Design encodehigh_flat, sky130hd; sources not shown.
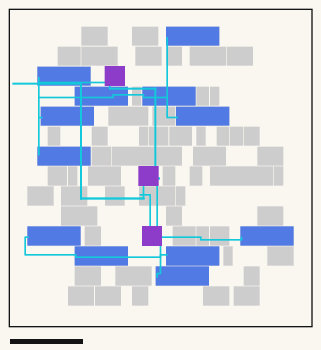
clock_map.png
The bar under the picture is 10 um long.
legend:
  cells driving clock nets:
    color: purple
    count: 3
  flip-flops:
    color: blue
    count: 12
  clock wires:
    color: cyan
    length: 166 um
routed clock nets: 4
Clock Skew: 0.0007316 ns
Insertion Delay late pin: 0.27 ns

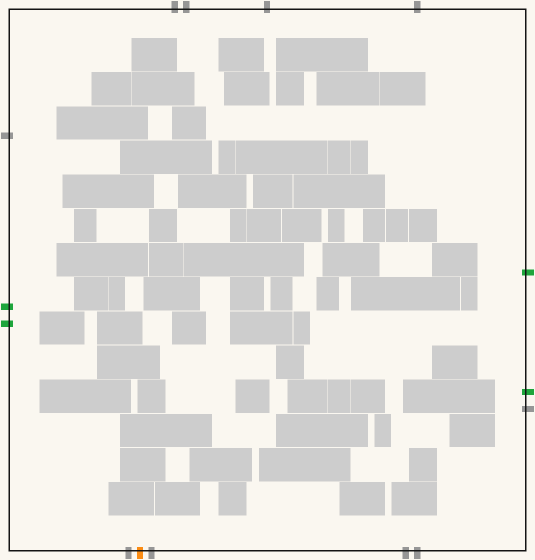
pins.png
Pins as bars across the die edge, other pins in gray.
legend:
  bus_pend:
    color: green
    pins: 4
    direction: output
    edge: 2 west, 2 east
  rst:
    color: orange
    pins: 1
    direction: input
    edge: south
Die H: 43 um
Die W: 41 um
# port buffers: 14

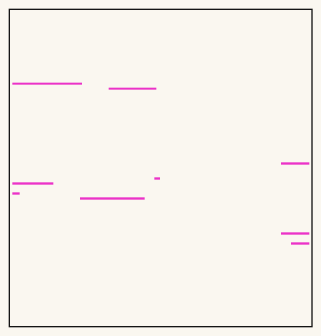
met3.png
longest straight run: 9.20 um
nets with wire on the layer: 7
share of all routed wire: 3.7%
main direction: horizontal
wire length on this layer: 39.5 um
DR vias: 446
met3 Track Usage GR: 0.04712
final wirelength: 1068 um

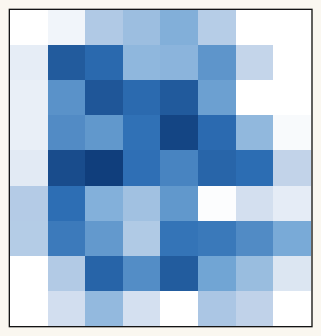
density.png
8 x 9 tiles, from white (low) to dark blue (high), 0 to 100% covered.
densest ninth of the die: center
mean over tiles: 42%
emptiest ninth of the die: north-east
nearly empty tiles: 15%
Core ar.: 1384 um^2
pre-placement core utilization: 0.4159
Post-Route Utilization: 0.5515

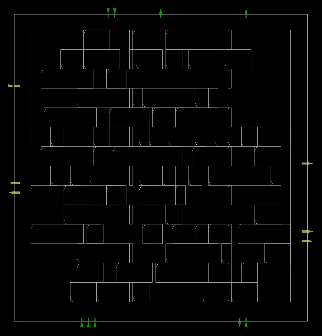
final_placement.png
tap cells: 16
row cnt: 14

==> qor.yml <==
global_routing:
  antenna_found_initial: 0
drt:
  dr.first_iter.drc_count: 6
  dr.pass1.iters: 4
clocking:
  cts-root-buf: "clkbuf_4"
  cts_setup_buffers: 0
  cts.sinks: 12
power_and_ir_drop:
  seq_power_share: 0.447
  power.density_nw_per_um2: 667.9
  p_total_uw: 509.8
sta:
  tns_ns: 0
  finalCriticalPeriod_ns: 1.783
  worst_pin_slew_ns: 0.5961
final_layout:
  nFillCells: 131
yosys:
  synth_adder_area_share: 0
  synthArstFlopShare: 0
  ys_area_um2: 575.6
  synth_seq_share: 0.4174
  synth.mux.area_fraction: 0.04565
critical_path:
  slowest_stage: "clkdlybuf4s50_1"
run_status:
  status: "finished, final reports clean"
## power groups by stage
stage | registers [uW] | clock network [uW] | logic (uW)
finish | 228 | 158 | 124
global route | 230 | 171 | 134
CTS | 228 | 164 | 125
floorplan | 254 | 0 | 59.8
global placement | 233 | 0 | 124
detailed placement | 233 | 0 | 124
## metal layers
metal	vias up	GRT usage	share of wire
met5	-	0	0
met4	0	0.1000	0.025
met3	4	0.04712	0.037
met2	8	0.2156	0.43
met1	205	0.2211	0.51
li1	229	-	-
## cell type report
cell class | instances | area (um^2) | area share
clock buffer | 4 | 36.28 | 0.04754
multi-input combinational | 39 | 322.8 | 0.4230
sequential | 12 | 240.2 | 0.3148
inverter | 1 | 3.754 | 0.004918
timing repair buffer | 14 | 140.1 | 0.1836
tap | 16 | 20.02 | 0.02623
No activity file was given, so power comes from the tool's default toggle rates.
